[src/rtl/accelerator_scalar_function_arbiter_pkg.sv]
// Shared types and constants for the scalar function arbiter family:
// FSM encoding, zero/one literals and the default watchdog limit.
package accelerator_arbiter_pkg;

  typedef logic [1:0] state_t;

  localparam state_t S_IDLE    = 2'd0;
  localparam state_t S_WAIT    = 2'd1;
  localparam state_t S_RESPOND = 2'd2;

  localparam logic [63:0] CTRL_ZERO = 64'd0;
  localparam logic [63:0] CTRL_ONE  = 64'd1;
  localparam logic [63:0] DATA_ZERO = 64'd0;
  localparam logic [63:0] DATA_ONE  = 64'd1;

  localparam int DEFAULT_TIMEOUT_CYCLES = 1024;

endpackage

[src/rtl/accelerator_scalar_function_arbiter_if.sv]
// Client-side and shared-unit-side signals of the scalar function arbiter.
// slave = arbiter view, master = clients plus shared unit.
interface accelerator_scalar_function_arbiter_if #(
  parameter int REQUESTERS = 4,
  parameter int DATA_SIZE  = 64
);
  logic [REQUESTERS-1:0]           REQ_VALID;
  logic [REQUESTERS*DATA_SIZE-1:0] REQ_DATA_IN;
  logic [REQUESTERS-1:0]           REQ_READY;
  logic                            REQ_ERROR;
  logic [DATA_SIZE-1:0]            DATA_OUT;
  logic                            BUSY;
  logic                            FU_START;
  logic [DATA_SIZE-1:0]            FU_DATA_IN;
  logic                            FU_READY;
  logic [DATA_SIZE-1:0]            FU_DATA_OUT;

  modport slave (
    input  REQ_VALID, REQ_DATA_IN, FU_READY, FU_DATA_OUT,
    output REQ_READY, REQ_ERROR, DATA_OUT, BUSY, FU_START, FU_DATA_IN
  );

  modport master (
    output REQ_VALID, REQ_DATA_IN, FU_READY, FU_DATA_OUT,
    input  REQ_READY, REQ_ERROR, DATA_OUT, BUSY, FU_START, FU_DATA_IN
  );
endinterface

[src/rtl/accelerator_round_robin_picker.sv]
// Combinational rotate-priority encoder: first set request at or after ptr,
// wrapping modulo REQUESTERS.
module accelerator_round_robin_picker #(
  parameter  int REQUESTERS = 4,
  localparam int IW         = $clog2(REQUESTERS)
) (
  input  logic [REQUESTERS-1:0] req,
  input  logic [IW-1:0]         ptr,
  output logic                  found,
  output logic [IW-1:0]         idx
);
  logic [IW:0] cand;

  // Scan from the farthest slot back to ptr so the nearest hit wins.
  always_comb begin
    found = 1'b0;
    idx   = '0;
    cand  = '0;
    for (int i = REQUESTERS - 1; i >= 0; i--) begin
      cand = {1'b0, ptr} + (IW+1)'(i);
      if (cand >= (IW+1)'(REQUESTERS)) cand = cand - (IW+1)'(REQUESTERS);
      if (req[cand[IW-1:0]]) begin
        found = 1'b1;
        idx   = cand[IW-1:0];
      end
    end
  end
endmodule

[src/rtl/accelerator_scalar_function_arbiter.sv]
// Round-robin sharing of one START/READY scalar unit among REQUESTERS clients.
// Optional watchdog: define ACCELERATOR_SCALAR_ARBITER_TIMEOUT_EN.
module accelerator_scalar_function_arbiter
  import accelerator_arbiter_pkg::*;
#(
  parameter int DATA_SIZE      = 64,
  parameter int CONTROL_SIZE   = 64,
  parameter int REQUESTERS     = 4,
  parameter int TIMEOUT_CYCLES = DEFAULT_TIMEOUT_CYCLES
) (
  input logic CLK,
  input logic RST,
  accelerator_scalar_function_arbiter_if.slave bus
);
  localparam int IW = $clog2(REQUESTERS);

  if (REQUESTERS < 2 || REQUESTERS > 16 || CONTROL_SIZE < 2 || TIMEOUT_CYCLES < 1) begin : g_bad_cfg
    $error("accelerator_scalar_function_arbiter: unsupported parameter set");
  end

  state_t                state;
  logic [IW-1:0]         grant, ptr, pick_idx;
  logic                  pick_found;
  logic [REQUESTERS-1:0] req_ready;
  logic [DATA_SIZE-1:0]  data_out, fu_data_in;
  logic                  fu_start;
`ifdef ACCELERATOR_SCALAR_ARBITER_TIMEOUT_EN
  logic                    req_error;
  logic [CONTROL_SIZE-1:0] wait_cnt;
`endif

  accelerator_round_robin_picker #(.REQUESTERS(REQUESTERS)) u_pick (
    .req   (bus.REQ_VALID),
    .ptr   (ptr),
    .found (pick_found),
    .idx   (pick_idx)
  );

  always_ff @(posedge CLK or posedge RST) begin
    if (RST) begin
      state      <= S_IDLE;
      grant      <= '0;
      ptr        <= '0;
      req_ready  <= '0;
      data_out   <= DATA_SIZE'(DATA_ZERO);
      fu_start   <= 1'b0;
      fu_data_in <= DATA_SIZE'(DATA_ZERO);
`ifdef ACCELERATOR_SCALAR_ARBITER_TIMEOUT_EN
      req_error  <= 1'b0;
      wait_cnt   <= CONTROL_SIZE'(CTRL_ZERO);
`endif
    end else begin
      case (state)
        S_IDLE: if (pick_found) begin
          grant      <= pick_idx;
          fu_data_in <= bus.REQ_DATA_IN[int'(pick_idx)*DATA_SIZE +: DATA_SIZE];
          fu_start   <= 1'b1;
          state      <= S_WAIT;
`ifdef ACCELERATOR_SCALAR_ARBITER_TIMEOUT_EN
          wait_cnt   <= CONTROL_SIZE'(CTRL_ZERO);
`endif
        end
        S_WAIT: begin
          fu_start <= 1'b0;
`ifdef ACCELERATOR_SCALAR_ARBITER_TIMEOUT_EN
          wait_cnt <= wait_cnt + CONTROL_SIZE'(CTRL_ONE);
`endif
          // fu_start marks the first WAIT cycle, where a stale FU_READY is ignored.
          if (!fu_start && bus.FU_READY) begin
            data_out  <= bus.FU_DATA_OUT;
            req_ready <= REQUESTERS'(1) << grant;
            state     <= S_RESPOND;
          end
`ifdef ACCELERATOR_SCALAR_ARBITER_TIMEOUT_EN
          else if (wait_cnt == CONTROL_SIZE'(TIMEOUT_CYCLES - 1)) begin
            data_out  <= DATA_SIZE'(DATA_ZERO);
            req_ready <= REQUESTERS'(1) << grant;
            req_error <= 1'b1;
            state     <= S_RESPOND;
          end
`endif
        end
        S_RESPOND: begin
          req_ready <= '0;
`ifdef ACCELERATOR_SCALAR_ARBITER_TIMEOUT_EN
          req_error <= 1'b0;
`endif
          ptr   <= (grant == IW'(REQUESTERS - 1)) ? '0 : grant + 1'b1;
          state <= S_IDLE;
        end
        default: state <= S_IDLE;
      endcase
    end
  end

  assign bus.REQ_READY  = req_ready;
  assign bus.DATA_OUT   = data_out;
  assign bus.BUSY       = (state != S_IDLE);
  assign bus.FU_START   = fu_start;
  assign bus.FU_DATA_IN = fu_data_in;
`ifdef ACCELERATOR_SCALAR_ARBITER_TIMEOUT_EN
  assign bus.REQ_ERROR  = req_error;
`else
  assign bus.REQ_ERROR  = 1'b0;
`endif
endmodule

[src/flat_wrapper.sv]
// flat-port wrapper written by rule: the top's interface ports become plain ports
module accelerator_scalar_function_arbiter_flat import accelerator_arbiter_pkg::*;
#(
  parameter int DATA_SIZE      = 64,
  parameter int CONTROL_SIZE   = 64,
  parameter int REQUESTERS     = 4,
  parameter int TIMEOUT_CYCLES = DEFAULT_TIMEOUT_CYCLES
)
  (CLK, RST, bus_REQ_VALID, bus_REQ_DATA_IN, bus_FU_READY, bus_FU_DATA_OUT, bus_REQ_READY, bus_REQ_ERROR, bus_DATA_OUT, bus_BUSY, bus_FU_START, bus_FU_DATA_IN);
  accelerator_scalar_function_arbiter_if #(.REQUESTERS(REQUESTERS), .DATA_SIZE(DATA_SIZE)) bus_i ();
  input logic CLK;
  input logic RST;
  input wire logic [$bits(bus_i.REQ_VALID)-1:0] bus_REQ_VALID;
  input wire logic [$bits(bus_i.REQ_DATA_IN)-1:0] bus_REQ_DATA_IN;
  input wire logic [$bits(bus_i.FU_READY)-1:0] bus_FU_READY;
  input wire logic [$bits(bus_i.FU_DATA_OUT)-1:0] bus_FU_DATA_OUT;
  output wire logic [$bits(bus_i.REQ_READY)-1:0] bus_REQ_READY;
  output wire logic [$bits(bus_i.REQ_ERROR)-1:0] bus_REQ_ERROR;
  output wire logic [$bits(bus_i.DATA_OUT)-1:0] bus_DATA_OUT;
  output wire logic [$bits(bus_i.BUSY)-1:0] bus_BUSY;
  output wire logic [$bits(bus_i.FU_START)-1:0] bus_FU_START;
  output wire logic [$bits(bus_i.FU_DATA_IN)-1:0] bus_FU_DATA_IN;
  assign bus_i.REQ_VALID = bus_REQ_VALID;
  assign bus_i.REQ_DATA_IN = bus_REQ_DATA_IN;
  assign bus_i.FU_READY = bus_FU_READY;
  assign bus_i.FU_DATA_OUT = bus_FU_DATA_OUT;
  assign bus_REQ_READY = bus_i.REQ_READY;
  assign bus_REQ_ERROR = bus_i.REQ_ERROR;
  assign bus_DATA_OUT = bus_i.DATA_OUT;
  assign bus_BUSY = bus_i.BUSY;
  assign bus_FU_START = bus_i.FU_START;
  assign bus_FU_DATA_IN = bus_i.FU_DATA_IN;
  accelerator_scalar_function_arbiter #(.DATA_SIZE(DATA_SIZE), .CONTROL_SIZE(CONTROL_SIZE), .REQUESTERS(REQUESTERS), .TIMEOUT_CYCLES(TIMEOUT_CYCLES)) u_core (.CLK(CLK), .RST(RST), .bus(bus_i));
endmodule
[config.mk]
export PLATFORM = sky130hd
export DESIGN_NAME = accelerator_scalar_function_arbiter_flat
export DESIGN_NICKNAME = d
export VERILOG_FILES = /design/src/rtl/accelerator_scalar_function_arbiter_pkg.sv /design/src/rtl/accelerator_scalar_function_arbiter_if.sv /design/src/rtl/accelerator_round_robin_picker.sv /design/src/rtl/accelerator_scalar_function_arbiter.sv /design/src/flat_wrapper.sv
export SDC_FILE = /design/constraint.sdc
export NUM_CORES = 1
export LEC_CHECK = 0
export CORE_AREA = 10 10 171 173
export CTS_CLUSTER_DIAMETER = 150
export DETAILED_ROUTE_END_ITERATION = 8
export DIE_AREA = 0 0 181 183
export GPL_TIMING_DRIVEN = 0
export PLACE_DENSITY = 0.75
export SLEW_MARGIN = 20
export SYNTH_ARGS = -nofsm -noshare
export SYNTH_HDL_FRONTEND = slang
export SYNTH_SLANG_ARGS = --single-unit
[constraint.sdc]
create_clock -name CLK -period 5 [get_ports CLK]
set_input_delay 0.5 -clock CLK [delete_from_list [all_inputs] [get_ports CLK]]
set_output_delay 0.5 -clock CLK [all_outputs]
set_load 0.01 [all_outputs]
Met1 routing:
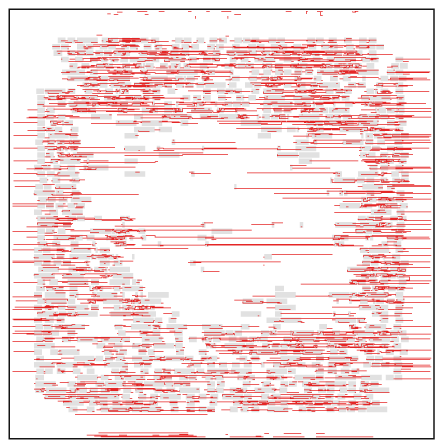
nets with wire on the layer	1,249
share of all routed wire	39%
main direction	horizontal
wire length on this layer	12,700 microns
met1 usage: 0.218
final wirelength: 32,200 microns
DR vias: 6,544

Met2 routing:
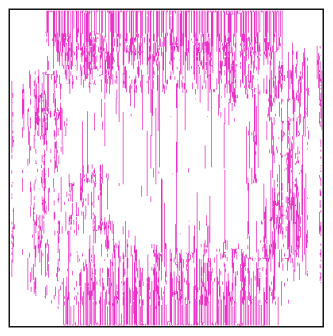
longest straight run	76.8 microns
wire length on this layer	16,700 microns
main direction	vertical
grt met2 use: 0.329

==> qor.yml <==
floorplan:
  core_area_sq_um: 25800
  die_w_microns: 181
logic_synthesis:
  ys_seq_frac: 0.511
  yosys_warnings: 0
  synth_cell_types: 27
  fa_ha_area_frac: 0.00735
  avgSynthCellArea_sq_um: 12.2
  xor_area_frac: 0
  yosys_cells: 556
pwr:
  seqPwrFrac: 0.292
  p_sw_mw: 2.60
run:
  warnings: 29
clocking:
  cts_hold_buf: 0
  numCtsBuffers: 17
  ctsResizeCount: 0
  clk_latency_ns: 0.42
  cts-root-buf: "clkbuf_16"
critical_path:
  startpoint_type: "input pin"
  worstPathMaxFanout: 10
  r2r_slack_ns: 2.45
  worstSetupPathType: "in -> reg"
  worstRegToRegCells: 6
finish:
  drive_above_1_share: 0.119
  final_core_util: 0.485
  fin_area_sq_um: 12500
  fin_nets: 1367
  final_cells: 1385
  layout_top_cell: "clkdlybuf4s50_1"
timing:
  tightest_slew_ns: 0.731
  worst_clock_skew_ns: 0.0176
  setup_ws_ns: 2.18
  fin_tns_setup_ns: 0
  relSlewSlack: 0.513
  post-route-min-period_ns: 2.82
routing:
  met1_length_microns: 12700
  wl_met2_microns: 16700
grt:
  grt_max_degree: 96
outcome:
  status: "completed"
Met3 routing:
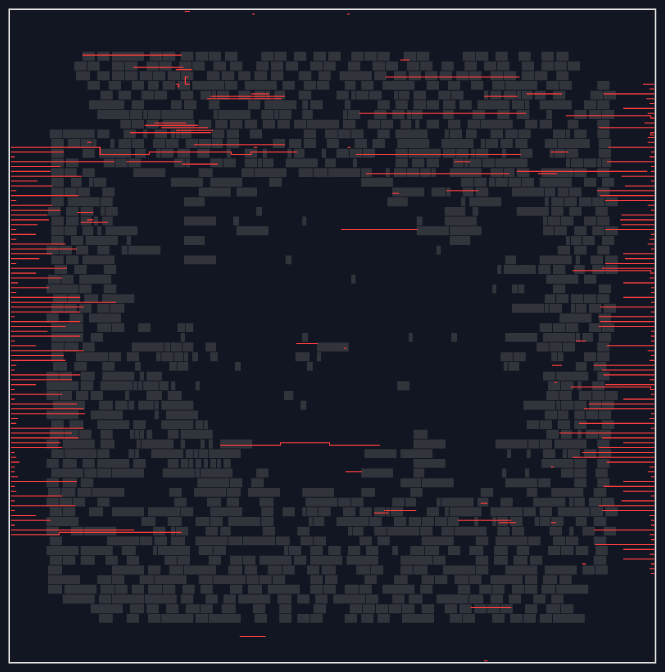
nets with wire on the layer	220
longest straight run	46.5 microns
share of all routed wire	7.3%
wire length on this layer	2,360 microns
main direction	horizontal
GR met3 Demand/Resource: 0.0557

## sequential cells by signal, indices dropped and copies added (netlist names)
name and flops:
u_core.bus.DATA_OUT 64, u_core.bus.FU_DATA_IN 64, u_core.bus.REQ_READY 4, u_core.grant 2, u_core.ptr 2, u_core.state 2, u_core.bus.FU_START 1
## cell type report
class | instances | area, sq um
Fill cell | 2421 | 13300
Timing Repair Buffer | 461 | 4630
Sequential cell | 139 | 3480
Multi-Input combinational cell | 367 | 3090
Clock buffer | 17 | 425
Tap cell | 335 | 419
Buffer | 45 | 223
Clock inverter | 15 | 194
Inverter | 5 | 26.3
Antenna cell | 1 | 2.50
## cells in the mapped netlist, types with 4 or more instances
master    count  share of area
o21ai_0       6         0.0044
nand2_1      75          0.041
o221ai_1     65          0.084
mux2_2       65           0.11
nor2_1        5         0.0028
inv_1         5         0.0028
clkbuf_1     21          0.012
dfrtp_1     139           0.51
buf_2        19          0.014
ha_1          4         0.0074
mux2i_1     129           0.19
## how the worst max path moves through the flow
stage	from	to	slack (ns)	depth (start not counted)
global placement	RST	u_core.bus.DATA_OUT[18]	-1.54	2
global route	bus_REQ_VALID[2]	u_core.bus.FU_DATA_IN[32]	1.98	7
detailed placement	bus_REQ_VALID[2]	u_core.bus.FU_DATA_IN[40]	1.67	7
floorplan	RST	u_core.bus.DATA_OUT[0]	0.78	1
CTS	bus_REQ_VALID[2]	u_core.bus.FU_DATA_IN[32]	2.09	7
finish	bus_REQ_VALID[2]	u_core.bus.FU_DATA_IN[32]	2.18	7
## worst max-delay path, stage by stage
cell	delay, ns
clkdlybuf4s50_1	0.48
nor4_1	0.60
or2_0	0.18
clkbuf_1	0.27
or3_1	0.22
clkbuf_1	0.57
o221ai_1	0.24
Power figures rest on the tool's default switching activity, not on a simulated workload.
